<file path="config.mk">
export PLATFORM = sky130hd
export DESIGN_NAME = servo_position_ctrl
export DESIGN_NICKNAME = d
export VERILOG_FILES = /design/src/rtl/servo_pkg.sv /design/src/rtl/servo_btn_fsm.sv /design/src/rtl/servo_position_ctrl.sv
export SDC_FILE = /design/constraint.sdc
export NUM_CORES = 1
export LEC_CHECK = 0
export CORE_MARGIN = 4
export CORE_UTILIZATION = 35
export DETAILED_ROUTE_END_ITERATION = 6
export SLEW_MARGIN = 40
export SYNTH_ARGS = -nofsm -noshare
export SYNTH_HDL_FRONTEND = slang
export SYNTH_SLANG_ARGS = --single-unit
</file>
<file path="constraint.sdc">
create_clock -name clk -period 8.2 [get_ports clk]
set_clock_uncertainty 0.05 [all_clocks]
set_input_delay 1.23 -clock clk [delete_from_list [all_inputs] [get_ports clk]]
set_output_delay 1.23 -clock clk [all_outputs]
set_load 0.1 [all_outputs]
</file>
<file path="src/rtl/servo_pkg.sv">
// Shared servo definitions: datapath width, button FSM states and default timing.
// Used by servo_position_ctrl and by the downstream PWM stage.
package servo_pkg;

  localparam int W = 20;

  localparam int DEF_PERIOD    = 1_000_000;
  localparam int DEF_PULSE_MIN = 25_000;
  localparam int DEF_PULSE_MAX = 125_000;

  typedef enum logic [1:0] {
    IDLE,
    HELD,
    REPEAT,
    LOCK
  } btn_state_e;

endpackage

</file>
<file path="src/rtl/servo_btn_fsm.sv">
// Pushbutton click/hold/autorepeat FSM with one shared hold timer.
// Emits single-cycle step_up / step_dn requests (combinational, one per accepted step).
module servo_btn_fsm
  import servo_pkg::*;
#(
  parameter int HOLD_CYC   = 25_000_000,
  parameter int REPEAT_CYC = 5_000_000
) (
  input  logic clk,
  input  logic rst_n,
  input  logic enable,
  input  logic btn_up_n,
  input  logic btn_down_n,
  output logic step_up,
  output logic step_dn
);

  localparam int TMAX = (HOLD_CYC > REPEAT_CYC) ? HOLD_CYC : REPEAT_CYC;
  localparam int TW   = $clog2(TMAX + 1);

  btn_state_e    state, state_next;
  logic [TW-1:0] timer, timer_next;
  logic          dir_up, dir_up_next;
  logic          up, dn, held, both;

  assign up   = ~btn_up_n;
  assign dn   = ~btn_down_n;
  assign both = up & dn;
  assign held = dir_up ? up : dn;

  // NOTE: sequential state uses non-blocking assignments so every flop samples pre-edge values.
  always_ff @(posedge clk or negedge rst_n) begin
    if (!rst_n) begin
      state  <= IDLE;
      timer  <= '0;
      dir_up <= 1'b0;
    end else begin
      state  <= state_next;
      timer  <= timer_next;
      dir_up <= dir_up_next;
    end
  end

  // NOTE: every output of this block gets a default first, so no path can infer a latch.
  always_comb begin
    state_next  = state;
    timer_next  = timer + 1'b1;
    dir_up_next = dir_up;
    step_up     = 1'b0;
    step_dn     = 1'b0;
    if (!enable) begin
      state_next = IDLE;
      timer_next = '0;
    end else begin
      unique case (state)
        IDLE: begin
          timer_next = '0;
          if (both) begin
            state_next = LOCK;
          end else if (up || dn) begin
            step_up     = up;
            step_dn     = dn;
            dir_up_next = up;
            state_next  = HELD;
          end
        end
        HELD, REPEAT: begin
          if (both) begin
            state_next = LOCK;
            timer_next = '0;
          end else if (!held) begin
            state_next = IDLE;
            timer_next = '0;
          end else if ((state == HELD   && timer == TW'(HOLD_CYC - 1)) ||
                       (state == REPEAT && timer == TW'(REPEAT_CYC - 1))) begin
            step_up    = dir_up;
            step_dn    = ~dir_up;
            timer_next = '0;
            state_next = REPEAT;
          end
        end
        LOCK: begin
          timer_next = '0;
          if (!up && !dn) state_next = IDLE;
        end
        default: begin
          state_next = IDLE;
          timer_next = '0;
        end
      endcase
    end
  end

endmodule

</file>
<file path="src/rtl/servo_position_ctrl.sv">
// Servo command stage: saturated target from buttons, per-frame slewed pulse width, frame strobe.
// Define SERVO_SLEW_EN to limit pulse_width changes to SLEW per frame; otherwise it jumps to target.
module servo_position_ctrl
  import servo_pkg::*;
#(
  parameter int PERIOD     = DEF_PERIOD,
  parameter int PULSE_MIN  = DEF_PULSE_MIN,
  parameter int PULSE_MAX  = DEF_PULSE_MAX,
  parameter int STEP       = 20_000,
  parameter int SLEW       = 2_500,
  parameter int HOLD_CYC   = 25_000_000,
  parameter int REPEAT_CYC = 5_000_000
) (
  input  logic         clk,
  input  logic         rst_n,
  input  logic         enable,
  input  logic         btn_up_n,
  input  logic         btn_down_n,
  output logic [W-1:0] pulse_width,
  output logic [W-1:0] target_width,
  output logic         frame_start,
  output logic         at_min,
  output logic         at_max,
  output logic         busy
);

  if (PULSE_MAX >= PERIOD || PULSE_MIN >= PULSE_MAX || STEP < 1 || SLEW < 1) begin : g_bad_params
    $error("servo_position_ctrl: need PULSE_MIN < PULSE_MAX < PERIOD, STEP >= 1, SLEW >= 1");
  end

  localparam int CW = $clog2(PERIOD);
  typedef logic [W:0] wide_t;

  localparam logic [W-1:0] P_MIN = W'(PULSE_MIN);
  localparam logic [W-1:0] P_MAX = W'(PULSE_MAX);

  logic [CW-1:0] cnt;
  logic          step_up, step_dn;
  logic [W-1:0]  target_next, pulse_next, up_sat, dn_sat;
  wide_t         sum_up;
  logic signed [W:0] diff_dn;

  servo_btn_fsm #(
    .HOLD_CYC  (HOLD_CYC),
    .REPEAT_CYC(REPEAT_CYC)
  ) u_btn (
    .clk       (clk),
    .rst_n     (rst_n),
    .enable    (enable),
    .btn_up_n  (btn_up_n),
    .btn_down_n(btn_down_n),
    .step_up   (step_up),
    .step_dn   (step_dn)
  );

  // One extra bit keeps the raw sum/difference exact before clamping.
  assign sum_up  = {1'b0, target_width} + wide_t'(STEP);
  assign diff_dn = $signed({1'b0, target_width}) - $signed(wide_t'(STEP));
  assign up_sat  = (sum_up > wide_t'(PULSE_MAX)) ? P_MAX : sum_up[W-1:0];
  assign dn_sat  = (diff_dn < $signed(wide_t'(PULSE_MIN))) ? P_MIN : diff_dn[W-1:0];

  always_comb begin
    target_next = target_width;
    if (step_up)      target_next = up_sat;
    else if (step_dn) target_next = dn_sat;

    // The slew tracks the registered target, so a step in a frame_start cycle waits a frame.
    pulse_next = pulse_width;
    if (frame_start) begin
`ifdef SERVO_SLEW_EN
      if (target_width > pulse_width) begin
        pulse_next = (target_width - pulse_width <= W'(SLEW)) ? target_width
                                                              : pulse_width + W'(SLEW);
      end else begin
        pulse_next = (pulse_width - target_width <= W'(SLEW)) ? target_width
                                                              : pulse_width - W'(SLEW);
      end
`else
      pulse_next = target_width;
`endif
    end
  end

  always_ff @(posedge clk or negedge rst_n) begin
    if (!rst_n) begin
      cnt          <= '0;
      frame_start  <= 1'b0;
      target_width <= P_MIN;
      pulse_width  <= P_MIN;
      at_min       <= 1'b1;
      at_max       <= 1'b0;
      busy         <= 1'b0;
    end else begin
      if (!enable) begin
        cnt         <= '0;
        frame_start <= 1'b0;
      end else begin
        cnt         <= (cnt == CW'(PERIOD - 1)) ? '0 : cnt + 1'b1;
        frame_start <= (cnt == CW'(PERIOD - 1));
      end
      target_width <= target_next;
      pulse_width  <= pulse_next;
      at_min       <= (target_next == P_MIN);
      at_max       <= (target_next == P_MAX);
      busy         <= (pulse_next != target_next);
    end
  end

endmodule

</file>
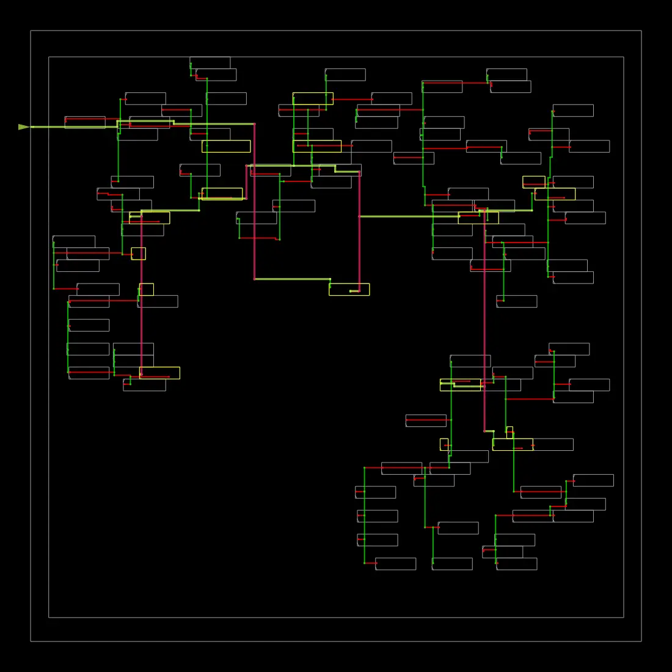
**Above:** run 1 (clock nets).
P_clk: 453 uW
Seq cells: 92
clk latency late pin: 0.35 ns
sinks on the clock net: 92
clock buffers: 11

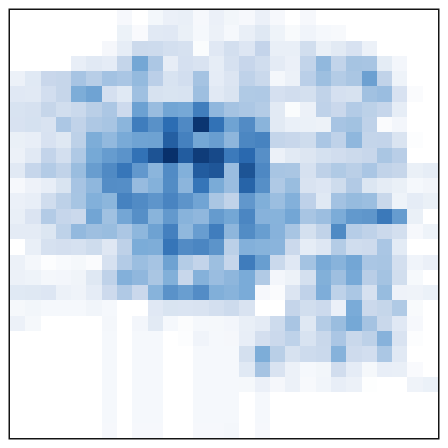
**Above:** run 1 (wiring heat map).
The die is cut into 28 by 28 equal tiles; white is low, dark blue is high, scaled to the fullest tile. Values are wire area over tile area, all layers added.
mean over tiles = 0.14
emptiest ninth of the die = bottom left
densest ninth of the die = middle
tiles over half the peak = 11%
nearly empty tiles = 23%
routed vias: 5324
final WL: 16.7 mm
Global Route Usage Sum: 17.3%

==> metrics.cfg, run 1 <==
[route]
wl_met2_mm = 7.98
drc_errors = 0
wl_met1_mm = 7.62
met3WireLength_um = 748

[power]
power_uw = 2150
p_seq_share_pct = 30.1
internal_power_uw = 1110

[logic_synthesis]
synth_cell_types = 77
synth_nets = 697
ys_area_sq_um = 6030
top_area_share_pct = 32.8
top_area_cell = dfrtp_1
synth.yosys.num_cells = 682
ys_sh_xor_pct = 8.13
postSynthSeqShare_pct = 38.4
syn_avg_cell_area_sq_um = 8.84
post_synth_inst_count = 682

[setup_path]
worstRegToRegCells = 13
rr_endpoint = at_max$_DFF_PN0_
path_cells = clkdlybuf4s50_1 -> nand2_1 -> nor4_1 -> o2111ai_1 -> nand2_1 -> nor2_1 -> a21oi_1 -> nand4b_1 -> nor4_1 -> nand4_1 -> nor4_2
worstSetupPathType = input pin to flop
r2r_slack_ns = 3.93
critPathTopFamily = simple AND/OR/NAND/NOR gates

[final_layout]
final_core_util_pct = 40.8
finalNetCount = 734
nonClkBufAreaFrac_pct = 4.75
logic_area_sq_um = 3470
stdcell_area_sq_um = 6840
final-clk-cell-share_pct = 4.75
seq_area_share_pct = 33.9

[clock_network]
clock-root-buffer = clkbuf_16
postCtsSetupRepairBufs = 0
cts_tree = built
clk_path_buf_depth = 2

[placed_design]
portBuffers = 48
dp.cells = 927
place_ws_ns = 3.55
place.gp.congestion = 0.876

[floorplanning]
fp_util_pct = 36.0
die_h_um = 139
die_w_um = 139

[status]
status = finished, final reports clean

[sta]
max_freq_mhz = 233
min_period_ns = 4.30
hold_viol = 0

[grt]
use_met3_pct = 3.43
grt_overflow_total = 0
grt_use_met1_pct = 22.9
grt_max_degree = 72

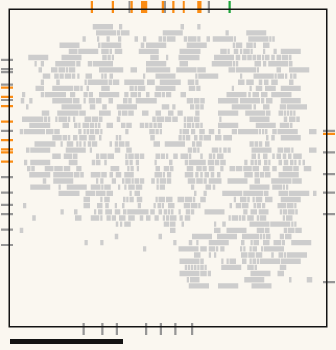
**Above:** run 1 (pin map).
Bar = 50 um. Pins as bars across the die edge, other pins in gray.
green -> `frame_start`  # pins 1, direction output, edge top
orange -> `pulse_width`  # pins 20, direction output, edge 11 top, 8 left, 1 right
all pins by edge = 20 left, 15 top, 7 right, 7 bottom

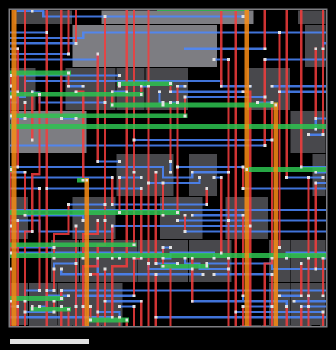
**Above:** run 1 (zoomed window).
Bar = 5 um. Region (60, 87) to (80, 107) um. Cells in gray, sequential cells in the stronger gray; small squares are vias.
orange -> met4
green -> met3
red -> met2
blue -> met1
cells with their middle in the window = 25
netlist names of flops here include = `pulse_width` (1), `target_width` (1)
sequential cells in the window = 2
most frequent = o21ai_0 (4)

-- run 1: worst min path at each step --
stage	cells after the start	slack (ns)	from	to
2_1_floorplan	1	0.40	u_btn.timer[0]$_DFF_PN0_	u_btn.timer[0]$_DFF_PN0_
3_3_place_gp	1	0.42	u_btn.timer[0]$_DFF_PN0_	u_btn.timer[0]$_DFF_PN0_
3_5_place_dp	1	0.43	u_btn.timer[0]$_DFF_PN0_	u_btn.timer[0]$_DFF_PN0_
4_1_cts	1	0.44	u_btn.timer[0]$_DFF_PN0_	u_btn.timer[0]$_DFF_PN0_
5_1_grt	1	0.47	u_btn.timer[0]$_DFF_PN0_	u_btn.timer[0]$_DFF_PN0_
6_report	1	0.43	u_btn.timer[0]$_DFF_PN0_	u_btn.timer[0]$_DFF_PN0_
-- run 1: cell usage in the layout (no fill, tap or decap), types with 5 or more instances in the layout --
| cell | instances |
|---|---|
| dfrtp_1 | 79 |
| mux2_2 | 16 |
| and2_1 | 12 |
| nor3_1 | 15 |
| nand3_1 | 28 |
| or3_1 | 10 |
| nor3b_1 | 5 |
| o22ai_1 | 5 |
| o31ai_1 | 7 |
| a211oi_1 | 6 |
| nand2_1 | 57 |
| buf_4 | 8 |
| buf_2 | 44 |
| o21ai_0 | 23 |
| and3_1 | 20 |
| xor2_1 | 31 |
| ha_1 | 10 |
| and4_1 | 6 |
| clkbuf_16 | 9 |
| nor4_1 | 11 |
| mux2i_1 | 8 |
| nand4_1 | 14 |
| xnor2_1 | 25 |
| a31oi_1 | 7 |
| dfstp_2 | 13 |
| inv_1 | 33 |
| nor2_1 | 81 |
| o211ai_1 | 10 |
| a21oi_1 | 26 |
**Run 1: gate families picked out**

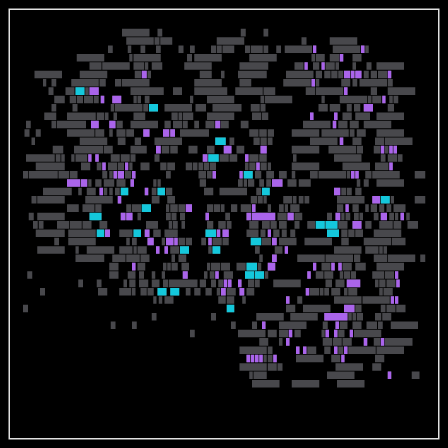

==> run 2, diff against run 1 <==
==> constraint.sdc (replaced) <==
create_clock -name clk -period 3.8 [get_ports clk]
set_clock_uncertainty 0.05 [all_clocks]
set_input_delay 0.57 -clock clk [delete_from_list [all_inputs] [get_ports clk]]
set_output_delay 0.57 -clock clk [all_outputs]
set_load 0.1 [all_outputs]
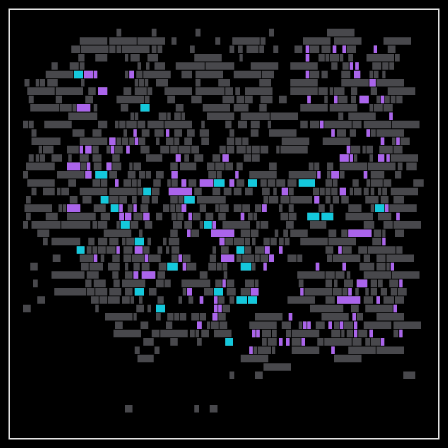
**Above:** run 2 (gate families picked out).
cyan -> AND-OR and OR-AND gates  # cells 26
purple -> NOR gates  # cells 126, most used nor2_1
combinational share of cell area: 47.6%
final non-filler cell total: 1025
most used logic cell in the final layout: buf_4

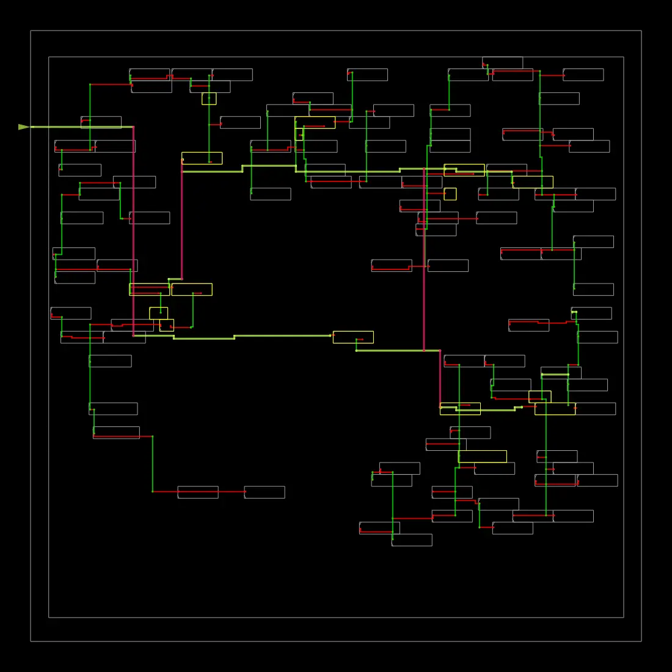
**Above:** run 2 (clock nets).
P_clk: 937 uW
clock buffers: 10

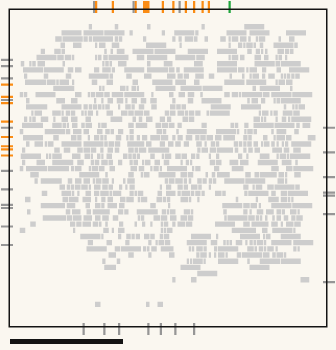
**Above:** run 2 (pin map).
Bar = 50 um. Pins as bars across the die edge, other pins in gray.
orange -> `pulse_width`  # pins 20, direction output, edge 12 top, 8 left
green -> `frame_start`  # pins 1, direction output, edge top

==> metrics.cfg, run 2 <==
[status]
status = finished, final reports clean  ; unchanged

[placed_design]
dpl.hpwl_mm = 13.7  ; was 12.1 mm
portBuffers = 48  ; unchanged
place.gp.congestion = 0.959  ; was 0.876
place_ws_ns = -0.149  ; was 3.55 ns

[setup_path]
critical_path.max_fanout = 4  ; was 10
worstSetupPathType = flop to flop  ; was input pin to flop
critPathRequiredTime_ns = 4.01  ; was 8.40 ns
path_cells = inv_2 -> ha_4 -> nor3b_1 -> buf_4 -> o211ai_1 -> xnor2_1 -> nand4bb_2 -> nor4_4 -> buf_4 -> nor3_1 -> or3_4 -> nor4_4 -> nand4_1 -> nor4_2  ; was clkdlybuf4s50_1 -> nand2_1 -> nor4_1 -> o2111ai_1 -> nand2_1 -> nor2_1 -> a21oi_1 -> nand4b_1 -> nor4_1 -> nand4_1 -> nor4_2
critPathTopFamily = simple AND/OR/NAND/NOR gates  ; unchanged

[grt]
grt_usage_pct = 18.8  ; was 17.3%
grt_overflow_total = 0  ; unchanged
grt_max_degree = 78  ; was 72

[floorplanning]
die_w_um = 139  ; unchanged
fp_util_pct = 36.0  ; unchanged

[logic_synthesis]
syn_avg_cell_area_sq_um = 8.84  ; unchanged
synth_nets = 697  ; unchanged
synth.yosys.num_cells = 682  ; unchanged
post_synth_inst_count = 682  ; unchanged
ys_sh_xor_pct = 8.13  ; unchanged
synth_cell_types = 77  ; unchanged
postSynthSeqShare_pct = 38.4  ; unchanged
top_area_cell = dfrtp_1  ; unchanged
ys_area_sq_um = 6030  ; unchanged
ys_sh_aoi_pct = 16.8  ; unchanged
top_area_share_pct = 32.8  ; unchanged

[clock_network]
cts_hold_buf = 0  ; unchanged
clock-root-buffer = clkbuf_16  ; unchanged
cts_num_sinks = 92  ; unchanged
cts_tree = built  ; unchanged
clk_path_buf_depth = 2  ; unchanged

[sta]
max_freq_mhz = 267
hold_viol = 0  ; unchanged
min_period_ns = 3.75

[final_layout]
final_cell_mix = 92 x buf_4, 80 x nor2_1, 78 x dfrtp_1, 57 x nand2_1, 37 x buf_2  ; was 81 x nor2_1, 79 x dfrtp_1, 57 x nand2_1, 44 x buf_2, 33 x inv_1
logic_area_sq_um = 3650  ; was 3470 sq um
ff_count = 92  ; unchanged
finalNetCount = 815  ; was 734
nonClkBufAreaFrac_pct = 12.8  ; was 4.75%
n_all_inverters = 33  ; unchanged
seq_area_share_pct = 30.3  ; was 33.9%
diodes = 0  ; unchanged
final-clk-cell-share_pct = 4.04  ; was 4.75%
stdcell_area_sq_um = 7670  ; was 6840 sq um

[route]
vias = 5645  ; was 5324
drc_errors = 0  ; unchanged
wl_per_cell_um = 18.0  ; was 17.7 um
drt-total-wl_mm = 18.4  ; was 16.7 mm

[power]
power_uw = 5390  ; was 2150 uW

[run 2: netlist changes by cell type in the layout (fill, tap and decap cells not counted), moves of 3 or more]
cell and change:
nor4_1 -4, buf_6 +4, buf_4 +84, nand3_1 -3
a21oi_2 +3, buf_2 -7, nand3_2 +3, a21oi_1 -3
[run 2: power by group]
| group | leakage, uW | switching (uW) | internal, uW |
|---|---|---|---|
| Clock | 0.000151 | 402 | 535 |
| Sequential | 0.00121 | 114 | 1080 |
| Combinational | 0.00202 | 2030 | 1230 |
| Total | 0.00338 | 2540 | 2850 |
[run 2: path summary, 6_finish.rpt]
path,start,to,slack [ns],cells past startpoint
setup / recovery,target_width[5]$_DFF_PN1_,at_min$_DFF_PN1_,0.05,14
hold reg to reg,u_btn.timer[0]$_DFF_PN0_,u_btn.timer[0]$_DFF_PN0_,0.45,1
min in group clk,u_btn.timer[0]$_DFF_PN0_,u_btn.timer[0]$_DFF_PN0_,0.45,1
hold / removal,rst_n,u_btn.timer[11]$_DFF_PN0_,0.19,1
setup reg to reg,target_width[5]$_DFF_PN1_,at_min$_DFF_PN1_,0.05,14
max in group asynchronous,rst_n,cnt[5]$_DFF_PN0_,2.78,2
[run 2: through the flow]
step | TNS [ns] | instances
detailed placement | -0.234 | 996
finish | 0 | 1025
CTS | 0 | 1013
floorplan | 0 | 682
global placement | -0.108 | 996
global route | -0.200 | 1025
[run 2: metal layers]
metal  global-route usage (%)  up-vias  share of wire [%]
li1                         -     2719                  -
met1                     23.8     2729                 44
met4                     6.39        0                2.9
met3                     4.05       34                4.8
met2                     31.8      163                 49
met5                        0        -                  0
[run 2: what timing repair did]
item,4_1_cts,5_1_grt
buffers inserted,1,12
setup endpoints to repair,2,3
hold endpoints to repair,0,0
pin swaps,2,14
gates resized,3,41
**Run 2: zoomed window**

Bar = 5 um. Region (60, 87) to (80, 107) um. Cells in gray, sequential cells in the stronger gray; small squares are vias.
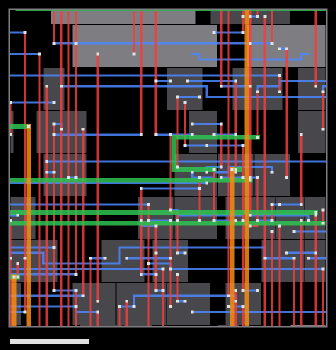

==> run 3, diff against run 2 <==
--- a/config.mk
+++ b/config.mk
@@ -6,8 +6,9 @@
 export NUM_CORES = 1
 export LEC_CHECK = 0
 export CORE_MARGIN = 4
-export CORE_UTILIZATION = 35
+export CORE_UTILIZATION = 46
 export DETAILED_ROUTE_END_ITERATION = 6
+export PLACE_DENSITY = 0.68
 export SLEW_MARGIN = 40
 export SYNTH_ARGS = -nofsm -noshare
 export SYNTH_HDL_FRONTEND = slang
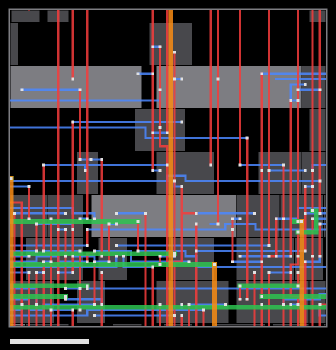
**Above:** run 3 (zoomed window).
Bar = 5 um. Region (51, 76) to (71, 96) um. Cells in gray, sequential cells in the stronger gray; small squares are vias.
red -> met2
orange -> met4
blue -> met1
green -> met3
most frequent = buf_4 (7), a21oi_1 (3), dfrtp_1 (3)
sequential cells in the window = 3
netlist names of flops here include = `target_width` (2), `pulse_width` (1)
cells with their middle in the window = 23

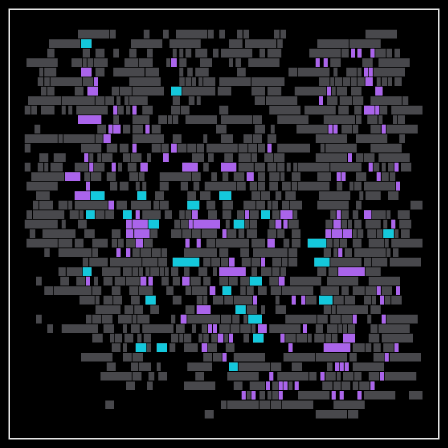
**Above:** run 3 (gate families picked out).
purple -> NOR gates  # cells 127, most used nor2_1, where all over the die
cyan -> AND-OR and OR-AND gates  # cells 26

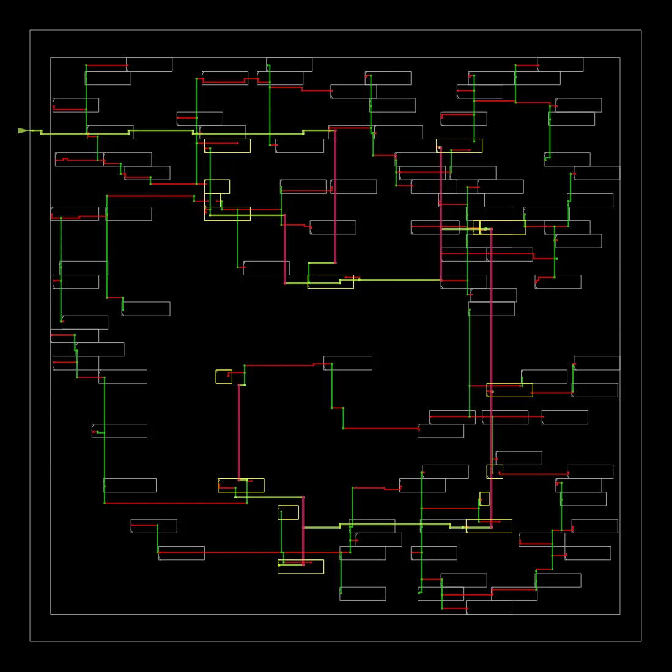
**Above:** run 3 (clock nets).
P_clk: 897 uW
clk latency late pin: 0.36 ns
Num CTS Buffers: 9
clock buffers: 11

==> metrics.cfg, run 3 <==
[status]
status = finished, final reports clean  ; unchanged

[final_layout]
diodes = 0  ; unchanged
final_core_util_pct = 60.0  ; was 45.8%
n_all_inverters = 33  ; unchanged
layout_top_cell = buf_4  ; unchanged
sh_comb_area_pct = 48.6  ; was 47.6%
final-clk-cell-share_pct = 3.74  ; was 4.04%
fin_cells = 976  ; was 1025

[route]
drt-total-wl_mm = 18.1  ; was 18.4 mm
vias = 5794  ; was 5645
wl_per_cell_um = 18.6  ; was 18.0 um
drc_errors = 0  ; unchanged

[logic_synthesis]
syn_avg_cell_area_sq_um = 8.84  ; unchanged
top_area_share_pct = 32.8  ; unchanged
top_area_cell = dfrtp_1  ; unchanged
post_synth_inst_count = 682  ; unchanged
synth_nets = 697  ; unchanged
synth.yosys.num_cells = 682  ; unchanged
postSynthSeqShare_pct = 38.4  ; unchanged
ys_area_sq_um = 6030  ; unchanged
synth_cell_types = 77  ; unchanged

[clock_network]
cts_hold_buf = 0  ; unchanged
cts_num_sinks = 92  ; unchanged

[sta]
hold_viol = 0  ; unchanged
max_freq_mhz = 269  ; was 267 MHz
setup_tns_ns = 0  ; unchanged

[floorplanning]
fp_util_pct = 47.4  ; was 36.0%
die_h_um = 123  ; was 139 um

[placed_design]
place_ws_ns = -0.0781  ; was -0.149 ns
dpl.hpwl_mm = 13.2  ; was 13.7 mm
dp.cells = 946  ; was 996

[grt]
grt_usage_pct = 24.3  ; was 18.8%

[setup_path]
critPathTopFamily = AND-OR/OR-AND gates  ; was simple AND/OR/NAND/NOR gates

[power]
power_uw = 5460  ; was 5390 uW

[run 3: cell counts after synthesis]
Identical to the previous run, type by type.
[run 3: repair_timing]
| item | CTS | global route |
|---|---|---|
| hold endpoints to repair | 0 | 0 |
| setup endpoints to repair | 2 | 3 |
| gates resized | 3 | 44 |
| pin swaps | 1 | 21 |
| setup buffers | 1 | 12 |
| gates cloned | 1 | 0 |
[run 3: power by group]
| part | switching (uW) | internal (uW) | leakage, uW |
|---|---|---|---|
| Combinational | 2090 | 1300 | 0.00201 |
| Sequential | 102 | 1080 | 0.00121 |
| Clock | 425 | 472 | 0.000142 |
| Total | 2610 | 2850 | 0.00336 |
[run 3: worst paths after layout]
kind | from | end | slack [ns] | cells after the start
hold / removal | rst_n | u_btn.timer[11]$_DFF_PN0_ | 0.14 | 1
setup / recovery | target_width[5]$_DFF_PN1_ | busy$_DFF_PN0_ | 0.08 | 16
min in group clk | u_btn.timer[0]$_DFF_PN0_ | u_btn.timer[0]$_DFF_PN0_ | 0.43 | 1
hold reg to reg | u_btn.timer[0]$_DFF_PN0_ | u_btn.timer[0]$_DFF_PN0_ | 0.43 | 1
max in group asynchronous | rst_n | pulse_width[14]$_DFF_PN1_ | 2.78 | 2
setup reg to reg | target_width[5]$_DFF_PN1_ | busy$_DFF_PN0_ | 0.08 | 16
[run 3: cell families after synthesis]
group	Yosys count	synth area share, %
AND-OR/OR-AND	142	16.8
XOR/XNOR	56	8.13
adder cells (fa/ha/maj)	10	2.07
buffers and inverters	64	4.27
flip-flops	92	38.4
multiplexers	24	4.31
AND/OR/NAND/NOR	294	26.0
[run 3: layer usage]
metal  global-route usage, %  routed length (um)
met1                    29.9                7730
met3                    4.33                 769
met5                       0                   0
met2                    40.1                8560
met4                    13.9                1050
Power figures rest on the tool's default switching activity, not on a simulated workload.
